File: src/rtl/hamming_odd_pkg.sv
// Shared definitions for the odd-parity Hamming(7,4) codeword format.
package hamming_odd_pkg;

    // Codeword geometry: bit i holds Hamming position i+1.
    localparam int unsigned CODE_W = 7;
    localparam int unsigned DATA_W = 4;
    localparam int unsigned SYN_W  = 3;

    localparam int unsigned P1_IDX = 0;
    localparam int unsigned P2_IDX = 1;
    localparam int unsigned D_IDX  = 2;
    localparam int unsigned P3_IDX = 3;
    localparam int unsigned C_IDX  = 4;
    localparam int unsigned B_IDX  = 5;
    localparam int unsigned A_IDX  = 6;

    // One decoded result as held in the output register.
    typedef struct packed {
        logic [DATA_W-1:0] data;
        logic [SYN_W-1:0]  syndrome;
        logic              corrected;
    } dec_word_t;

    // A check group is healthy when its four bits XOR to 1; returns 1 on violation.
    function automatic logic odd_check(input logic b0, input logic b1,
                                       input logic b2, input logic b3);
        return ~(b0 ^ b1 ^ b2 ^ b3);
    endfunction

    // Pull the data bits {a,b,c,d} out of a codeword.
    function automatic logic [DATA_W-1:0] extract_data(input logic [CODE_W-1:0] code);
        return {code[A_IDX], code[B_IDX], code[C_IDX], code[D_IDX]};
    endfunction

endpackage

File: src/rtl/hamming_syndrome_odd.sv
// Combinational syndrome computation and single-bit correction.
module hamming_syndrome_odd
    import hamming_odd_pkg::*;
(
    input  logic [CODE_W-1:0] code,
    output logic [SYN_W-1:0]  syndrome,
    output logic [CODE_W-1:0] fixed,
    output logic [DATA_W-1:0] data
);

    logic [CODE_W-1:0] flip_mask;

    // Syndrome names the failing position; flip that bit and extract data.
    always_comb begin
        syndrome = {odd_check(code[P3_IDX], code[C_IDX], code[B_IDX], code[A_IDX]),
                    odd_check(code[P2_IDX], code[D_IDX], code[B_IDX], code[A_IDX]),
                    odd_check(code[P1_IDX], code[D_IDX], code[C_IDX], code[A_IDX])};
        flip_mask = '0;
        for (int unsigned i = 0; i < CODE_W; i++) begin
            flip_mask[i] = (syndrome == SYN_W'(i + 1));
        end
        fixed = code ^ flip_mask;
        data  = extract_data(fixed);
    end

endmodule

File: src/rtl/hamming_decoder_odd.sv
// Odd-parity Hamming(7,4) decoder with registered output stage and link statistics.
module hamming_decoder_odd
    import hamming_odd_pkg::*;
#(
    parameter int unsigned CNT_W = 16
) (
    input  logic              clk,
    input  logic              rst_n,
    input  logic              in_valid,
    output logic              in_ready,
    input  logic [CODE_W-1:0] code_in,
    output logic              out_valid,
    input  logic              out_ready,
    output logic [DATA_W-1:0] data_out,
    output logic [SYN_W-1:0]  syndrome,
    output logic              corrected,
    input  logic              clear_cnt,
    output logic [CNT_W-1:0]  corr_cnt,
    output logic [CNT_W-1:0]  clean_cnt
);

    localparam logic [CNT_W-1:0] CNT_MAX = '1;

    logic [SYN_W-1:0]  syn_c;
    logic [CODE_W-1:0] fixed_c;
    logic [DATA_W-1:0] data_c;
    logic              xfer_in_c;
    logic              xfer_out_c;

    logic              out_valid_q, out_valid_d;
    dec_word_t         word_q, word_d;
    logic [CNT_W-1:0]  corr_cnt_q, corr_cnt_d;
    logic [CNT_W-1:0]  clean_cnt_q, clean_cnt_d;

    hamming_syndrome_odd u_syndrome (
        .code     (code_in),
        .syndrome (syn_c),
        .fixed    (fixed_c),
        .data     (data_c)
    );

    // Handshake: the single output slot can take a word when empty or draining.
    always_comb begin
        in_ready   = !out_valid_q | out_ready;
        xfer_in_c  = in_valid & in_ready;
        xfer_out_c = out_valid_q & out_ready;
    end

    // Next-state for the output slot and the saturating counters.
    always_comb begin
        out_valid_d = out_valid_q;
        word_d      = word_q;
        corr_cnt_d  = corr_cnt_q;
        clean_cnt_d = clean_cnt_q;

        if (xfer_in_c) begin
            out_valid_d      = 1'b1;
            word_d.data      = data_c;
            word_d.syndrome  = syn_c;
            word_d.corrected = |(fixed_c ^ code_in);
        end else if (xfer_out_c) begin
            out_valid_d = 1'b0;
        end

        if (clear_cnt) begin
            corr_cnt_d  = '0;
            clean_cnt_d = '0;
        end else if (xfer_in_c) begin
            if (syn_c != '0) begin
                if (corr_cnt_q != CNT_MAX) corr_cnt_d = corr_cnt_q + CNT_W'(1);
            end else begin
                if (clean_cnt_q != CNT_MAX) clean_cnt_d = clean_cnt_q + CNT_W'(1);
            end
        end
    end

    // State registers; reset discards any word in flight.
    always_ff @(posedge clk or negedge rst_n) begin
        if (!rst_n) begin
            out_valid_q <= 1'b0;
            word_q      <= '0;
            corr_cnt_q  <= '0;
            clean_cnt_q <= '0;
        end else begin
            out_valid_q <= out_valid_d;
            word_q      <= word_d;
            corr_cnt_q  <= corr_cnt_d;
            clean_cnt_q <= clean_cnt_d;
        end
    end

    assign out_valid = out_valid_q;
    assign data_out  = word_q.data;
    assign syndrome  = word_q.syndrome;
    assign corrected = word_q.corrected;
    assign corr_cnt  = corr_cnt_q;
    assign clean_cnt = clean_cnt_q;

endmodule

File: config.mk
export PLATFORM = sky130hd
export DESIGN_NAME = hamming_decoder_odd
export DESIGN_NICKNAME = d
export VERILOG_FILES = /design/src/rtl/hamming_odd_pkg.sv /design/src/rtl/hamming_syndrome_odd.sv /design/src/rtl/hamming_decoder_odd.sv
export SDC_FILE = /design/constraint.sdc
export NUM_CORES = 1
export LEC_CHECK = 0
export ABC_AREA = 1
export CAP_MARGIN = 40
export CORE_ASPECT_RATIO = 2
export CORE_MARGIN = 2
export CORE_UTILIZATION = 33
export CTS_CLUSTER_DIAMETER = 60
export DETAILED_ROUTE_END_ITERATION = 7
export GPL_ROUTABILITY_DRIVEN = 0
export PLACE_DENSITY = 0.57
export SLEW_MARGIN = 20
export SYNTH_ARGS = -nofsm -noshare
export SYNTH_HDL_FRONTEND = slang
export SYNTH_SLANG_ARGS = --single-unit
File: constraint.sdc
create_clock -name clk -period 4.8 [get_ports clk]
set_input_delay 0.96 -clock clk [delete_from_list [all_inputs] [get_ports clk]]
set_output_delay 0.96 -clock clk [all_outputs]
set_load 0.02 [all_outputs]
==> out/qor.yml, run 1 <==
critical_path:
  cp.arrival_ns: 2.13
  cpMostUsedCell: "clkdlybuf4s50_1"
  crit_fanout: 3
  crit_chain: "clkdlybuf4s50_1 > inv_1 > nand2_1 > clkdlybuf4s50_1"
  worstSetupEndpointType: "primary output"
  worst_setup_path_start_kind: "input port"
  crit_slowest_cell: "clkdlybuf4s50_1"
  slowest_delay_ns: 0.61
  worstSetupPathType: "input port to primary output"
  worstPathRequired_ns: 3.84
routing:
  wirelength_um: 8150
  initialDrtViolationCount: 205
  wl_per_cell_um: 14.5
  viasPerCell: 5.06
  ant_nets: 0
  drc: 0
  first_pass_iters: 4
  num_vias: 2856
layout:
  diodes: 0
  drive_gt1_frac: 0.108
  layout.nets: 477
  comb_area_um2: 1690
  seq_area_um2: 1030
  final_common_cell: "nand2_1"
  nFillCells: 936
  layout_top_cells: "nand2_1 (136), nor2_1 (59), clkdlybuf4s50_1 (52)"
  final_area_um2: 3620
  area_growth_pct: 25.2
die:
  fp.dieArea_um2: 9570
  die_h_um: 136
  fp_util: 0.337
  num_rows: 48
  core_um2: 8590
  die_w_um: 70.2
  ios: 54
yosys:
  synthCells: 415
  synthTopLogicFamily: "simple AND/OR/NAND/NOR gates"
  syn_avg_cell_area_um2: 6.96
  aoi_share: 0.0290
  adder_share: 0.00866
  synth_area_um2: 2890
  ys_sh_xor: 0.0576
  mux_area_frac: 0
  simple_gate_area_frac: 0.489
  yosys_warnings: 0
  numSynthFlops: 41
  yosys_cells: 415
  yosysChipArea_um2: 2890
  yosysSeqAreaShare: 0.355
  fp_nets: 429
  synth_cell_types: 28
power:
  cellPowerDensity_nw_per_um2: 255
  p_seq_frac: 0.424
  intPower_w: 0.000640
  p_clk_frac: 0.351
  vdd_drop_max_mv: 0.133
  switching_share: 0.305
  power.net_switching_w: 0.000281
  total_power_w: 0.000922
  power_leakage_nw: 1.62
  pwr-share-comb: 0.225
placement:
  place_ws_ns: 1.58
  place_area_um2: 3480
  portBuffers: 53
  dpl.hpwl_um: 6200
timing:
  slew_headroom: 0.493
  finalSetupViolCount: 0
  skew_ns: 0.00637
  tns_ns: 0
  rsz0062_at_grt: "false"
  fmax_mhz: 323
  fin_crit_sh: 0.644
  finalHoldViolCount: 0
  tightestPinTransition_ns: 0.759
  finalCriticalPeriod_ns: 3.09
  setup_ws_ns: 1.71
  slew_viol_final: 0
  whs_ns: 0.473
clock_network:
  clk_pin_slew_ns: 0.06
  clock_latency_ns: 0.29
  cts_hold_buffers: 0
  clock_path_buffers: 2
  cts_made_buffers: 5
  cts_sinks: 41
  cts_setup_buffers: 0
  cts_max_level: 2
  cts_resized: 0
  cts-root-buf: "clkbuf_16"
  cts_tree: "done"
global_routing:
  grt_pass1_vias: 2840
  grt_overflow: 0
  antenna_found_initial: 0
  grt_start_max_net_pins: 34
  grt_pass1_wl_um: 13500
  track_usage: 0.181
flow_run:
  openroad.warnings: 26
  max-cap-violations: 0
run_status:
  status: "finished clean"
worst_hold_path:
  hp-class: "register to register"
==> run 1: metrics by stage <==
stage | instances | util
floorplan | 415 | -
global placement | 555 | 0.403
detailed placement | 556 | 0.405
CTS | 564 | 0.421
global route | 564 | 0.421
finish | 564 | 0.421
==> run 1: layer usage <==
layer	routed length [um]	part of all wire	vias to the layer above	global-route usage
met5	0	0	-	0
met4	259	0.032	0	0.0844
met3	262	0.032	19	0.0259
met2	4640	0.57	78	0.359
met1	2990	0.37	1333	0.178
li1	-	-	1426	-
==> run 1: layout make-up <==
type / instances / share of cell area
Sequential cell: 41 / 0.284
Clock buffer: 8 / 0.0377
Timing Repair Buffer: 55 / 0.153
Multi-Input combinational cell: 336 / 0.466
Inverter: 24 / 0.0249
Tap cell: 100 / 0.0346
==> run 1: final timing paths <==
check / from / endpoint / slack [ns] / cells after the start
worst max register to register: corr_cnt[0]$_DFFE_PN0P_ / corr_cnt[1]$_DFFE_PN0P_ / 2.66 / 9
min in group asynchronous: rst_n / corr_cnt[12]$_DFFE_PN0P_ / 0.55 / 1
worst min register to register: data_out[0]$_DFFE_PN0P_ / data_out[0]$_DFFE_PN0P_ / 0.47 / 2
worst max-delay path: out_ready / in_ready / 1.71 / 4
worst min-delay path: data_out[0]$_DFFE_PN0P_ / data_out[0]$_DFFE_PN0P_ / 0.47 / 2
max in group asynchronous: rst_n / clean_cnt[1]$_DFFE_PN0P_ / 3.79 / 2
==> run 1: cells in the mapped netlist (all sizes together) <==
master  count  area share
nand3      46        0.10
xor2       12       0.036
dfrtp      41        0.35
clkbuf      5      0.0065
buf         9       0.023
a211oi      1      0.0026
inv        24       0.031
nand2     166        0.25
nor3        3      0.0052
ha          2      0.0087
o21bai      2      0.0052
nor2       61       0.081
xnor2       7       0.021
a21oi       1      0.0017
nand4      26       0.056
o21ai       9       0.019
==> run 1: sequential cells by signal (all words and copies together), names as in the netlist <==
| name | cells |
|---|---|
| clean_cnt | 16 |
| corr_cnt | 16 |
| data_out | 4 |
| syndrome | 3 |
| corrected | 1 |
| out_valid | 1 |
==> run 1: kinds of logic after synthesis <==
logic type | Yosys count
AND/OR/NAND/NOR | 302
flip-flops | 41
buffers and inverters | 38
XOR/XNOR | 19
AND-OR/OR-AND | 13
adder cells (fa/ha/maj) | 2
==> run 1: power groups by stage <==
| stage | registers (W) | logic [W] | clock network [W] |
|---|---|---|---|
| floorplan | 0.000417 | 0.000102 | 0 |
| global placement | 0.000396 | 0.000203 | 0 |
| detailed placement | 0.000396 | 0.000209 | 0 |
| CTS | 0.000390 | 0.000210 | 0.000340 |
| global route | 0.000394 | 0.000227 | 0.000351 |
| finish | 0.000391 | 0.000207 | 0.000324 |
==> run 1: worst max-delay path: cells and delay by family <==
| kind | cells | cell delay (ns) |
|---|---|---|
| and+or+nand+nor | 1 | 0.08 |
| buffers and inverters | 3 | 1.09 |
Figure 1. Metal 1 (run 1).
(4 px per um) Supply wires on this layer in grey.
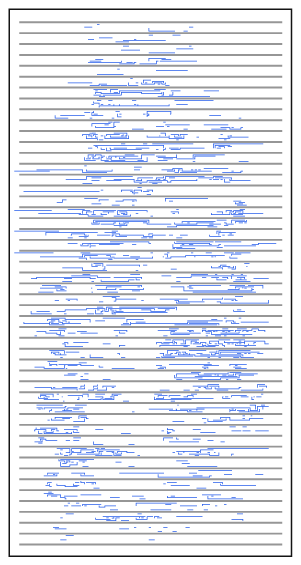
The layer holds 37% of the routed length. The wires run mostly horizontal. The longest straight run is 18.9 um.

Figure 2. The metal 2 layer (run 1).
(3 px per um) Cells faint in the background.
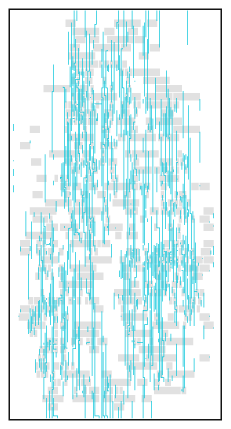
The longest straight run is 64.3 um. The wires run mostly vertical.

Figure 3. Metal 3 (run 1).
(4 px per um)
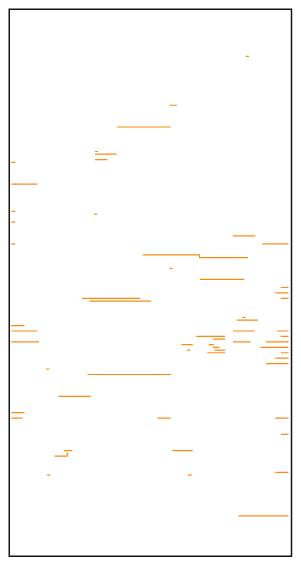
The layer carries 263 um of wire. The layer holds 3.2% of the routed length. The longest straight run is 20.5 um.

Figure 4. The metal 4 layer (run 1).
(4 px per um) Supply wires on this layer in grey.
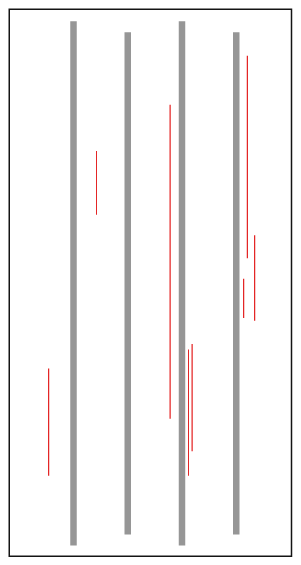
The longest straight run is 78.2 um. The layer carries 259 um of wire. The wires run mostly vertical. The layer holds 3.2% of the routed length. 8 nets have wire on it.

Figure 5. Placed standard cells (run 1).
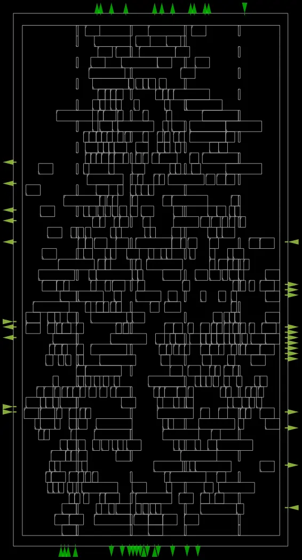

==> inputs of run 2 (changes only) <==
clock period = 3.24 ns   (was 4.8 ns; I/O delays follow)
Figure 6. Placed standard cells (run 2).
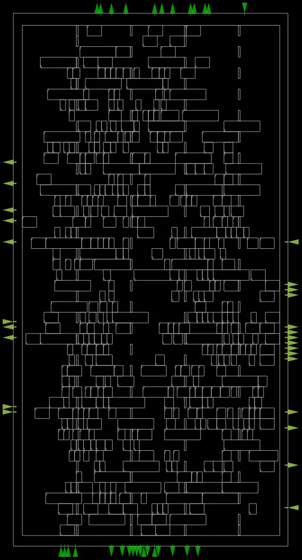
fin cells: 566
flop count: 41
FILL cells: 911
final core occ: 0.423

==> run 2 against run 1 <==
Highest routed layer unchanged. Synthesized area did not move. Hold slack got worse by 0.22 ns. Critical path depth stayed put. Cell count increased by 0.35%. Critical endpoint unchanged. Via count up 0.67%. Clock power up 52%. Die size did not move.
==> out/qor.yml, run 2 <==
power:
  p_seq_frac: 0.417
  power.net_switching_w: 0.000432
  switching_share: 0.313
  cellPowerDensity_nw_per_um2: 379
  power_leakage_nw: 1.63
  pwr-share-comb: 0.226
  vdd_drop_max_mv: 0.227
  intPower_w: 0.000947
  p_clk_frac: 0.358
timing:
  fmax_mhz: 405
  skew_ns: 0.00337
  tns_ns: 0
  tightestPinTransition_ns: 0.370
  slew_viol_final: 0
  fin_crit_sh: 0.762
  finalHoldViolCount: 0
  rsz0062_at_grt: "false"
  finalCriticalPeriod_ns: 2.47
  finalSetupViolCount: 0
  slew_headroom: 0.752
die:
  num_rows: 48
  fp_util: 0.337
  die_w_um: 70.2
  die_h_um: 136
  fp.dieArea_um2: 9570
  ios: 54
  core_um2: 8590
critical_path:
  rr_endpoint: "corr_cnt[3]$_DFFE_PN0P_"
  worst-path-buf-inv: 3
  worst_setup_path_start_kind: "input port"
  reg2reg_slack_ns: 1.13
  crit_chain: "clkdlybuf4s50_1 > inv_1 > nand2_1 > clkdlybuf4s50_1"
  crit_fanout: 3
  cp.arrival_ns: 1.82
  rr_worst_depth: 9
  worstPathRequired_ns: 2.59
  crit_slowest_cell: "clkdlybuf4s50_1"
  r2r_start: "corr_cnt[0]$_DFFE_PN0P_"
  worstSetupEndpointType: "primary output"
  cpMostUsedCell: "clkdlybuf4s50_1"
  slowest_delay_ns: 0.61
  critical-path-top-delay-family: "buffers and inverters"
  worstSetupPathType: "input port to primary output"
global_routing:
  grt_use_met2: 0.340
  met3_usage: 0.0252
  grt_pass1_vias: 2823
  use_met1: 0.189
  grt_overflow: 0
  track_usage: 0.178
  grt_start_max_net_pins: 33
  grt_pass1_wl_um: 13500
  grt.busiest_layer: "met2"
  antenna_found_initial: 0
clock_network:
  clock_latency_ns: 0.29
  cts_hold_buffers: 0
  cts_setup_buffers: 0
  cts_resized: 0
  cts_tree: "done"
  clk_pin_slew_ns: 0.06
  cts_sinks: 41
  cts_made_buffers: 5
  cts-root-buf: "clkbuf_16"
  clock_path_buffers: 2
  cts_max_level: 2
flow_run:
  openroad.warnings: 26
  max-cap-violations: 0
routing:
  drc: 0
  viasPerCell: 5.08
  num_vias: 2875
  initialDrtViolationCount: 235
  ant_nets: 0
  first_pass_iters: 6
  wirelength_um: 8000
  wl_per_cell_um: 14.1
yosys:
  mux_area_frac: 0
  yosys_cells: 415
  syn_avg_cell_area_um2: 6.96
  synth_area_um2: 2890
  synthCells: 415
  ff_type: "dfrtp_1"
  synthTopLogicFamily: "simple AND/OR/NAND/NOR gates"
  yosys-top-cells-area: "dfrtp_1 (35%), nand2_1 (18%), nor2_1 (7.7%)"
  numSynthFlops: 41
  most_common_cell: "nand2_1"
  synth_top_area_share: 0.355
  yosysSeqAreaShare: 0.355
  ys_sh_xor: 0.0576
  adder_share: 0.00866
  common_cells: "nand2_1 (136), nor2_1 (59), dfrtp_1 (41)"
  simple_gate_area_frac: 0.489
  top_area_cell: "dfrtp_1"
  async_flop_share: 1.00
  yosys_warnings: 0
  synth_cell_types: 28
  fp_nets: 429
  yosysChipArea_um2: 2890
  aoi_share: 0.0290
  edf_count: 0
placement:
  portBuffers: 53
  dpl.hpwl_um: 5870
  placedCellCount: 558
layout:
  diodes: 0
  final_common_cell: "nand2_1"
  drive_gt1_frac: 0.116
  layout_top_cells: "nand2_1 (136), nor2_1 (59), clkdlybuf4s50_1 (52)"
  layout.nets: 479
  seq_area_um2: 1030
  comb_area_um2: 1690
  area_growth_pct: 25.8
run_status:
  status: "finished clean"
worst_hold_path:
  hp-class: "input port to asynchronous set/reset pin"
-- run 2: cell counts after synthesis --
No cell type changed its count.
-- run 2: worst max path at each step --
stage               startpoint                   endpoint  depth (start not counted)
finish               out_ready                   in_ready                          4
global route         out_ready                   in_ready                          4
CTS                  out_ready                   in_ready                          4
detailed placement  code_in[4]    corr_cnt[3]$_DFFE_PN0P_                         12
global placement    code_in[4]    corr_cnt[4]$_DFFE_PN0P_                         12
floorplan            out_ready  clean_cnt[12]$_DFFE_PN0P_                         10
-- run 2: kinds of logic after synthesis --
kind of cell | after synthesis
AOI/OAI and AO/OA | 13
adders and majority gates | 2
buffers and inverters | 38
and+or+nand+nor | 302
DFF | 41
xor gates and xnor gates | 19
-- run 2: layer usage --
layer  share of wire  vias to the layer above
li1                -                     1444
met1            0.38                     1350
met2            0.56                       68
met3           0.031                       13
met4           0.027                        0
met5               0                        -
-- run 2: final cells by class --
type | instances | share of cell area
Multi-Input combinational cell | 336 | 0.464
Timing Repair Buffer | 57 | 0.156
Sequential cell | 41 | 0.282
Clock inverter | 2 | 0.00275
Inverter | 24 | 0.0248
Clock buffer | 6 | 0.0354
Tap cell | 100 | 0.0344
-- run 2: through the flow --
| stage | power (W) | worst slack, ns | util | hold WS (ns) | cell area, um2 |
|---|---|---|---|---|---|
| 2_1_floorplan | 0.000769 | 1.43 | - | 0.352 | 2890 |
| 3_3_place_gp | 0.000891 | 0.693 | 0.405 | 0.466 | 3480 |
| 3_5_place_dp | 0.000898 | 0.669 | 0.407 | 0.470 | 3500 |
| 4_1_cts | 0.00140 | 0.763 | 0.423 | 0.251 | 3640 |
| 5_1_grt | 0.00145 | 0.720 | 0.423 | 0.265 | 3640 |
| 6_report | 0.00138 | 0.772 | 0.423 | 0.251 | 3640 |
-- run 2: worst reg2reg max path, cell delays in order, from the launching register on --
cell	delay, ns
dfrtp_1	0.49
ha_1	0.23
nand2_1	0.12
nor2_2	0.20
nand2_1	0.13
nor2_1	0.14
nand2_2	0.24
nand3_4	0.34
nand2_1	0.08
nand2_1	0.07
-- run 2: power groups by stage --
stage          Sequential (W)  Combinational (W)  Clock [W]
4_1_cts              0.000575           0.000316   0.000513
3_5_place_dp         0.000584           0.000314          0
6_report             0.000575           0.000311   0.000493
2_1_floorplan        0.000618           0.000151          0
3_3_place_gp         0.000584           0.000307          0
5_1_grt              0.000579           0.000343   0.000530
Power and IR drop assume default switching activity.
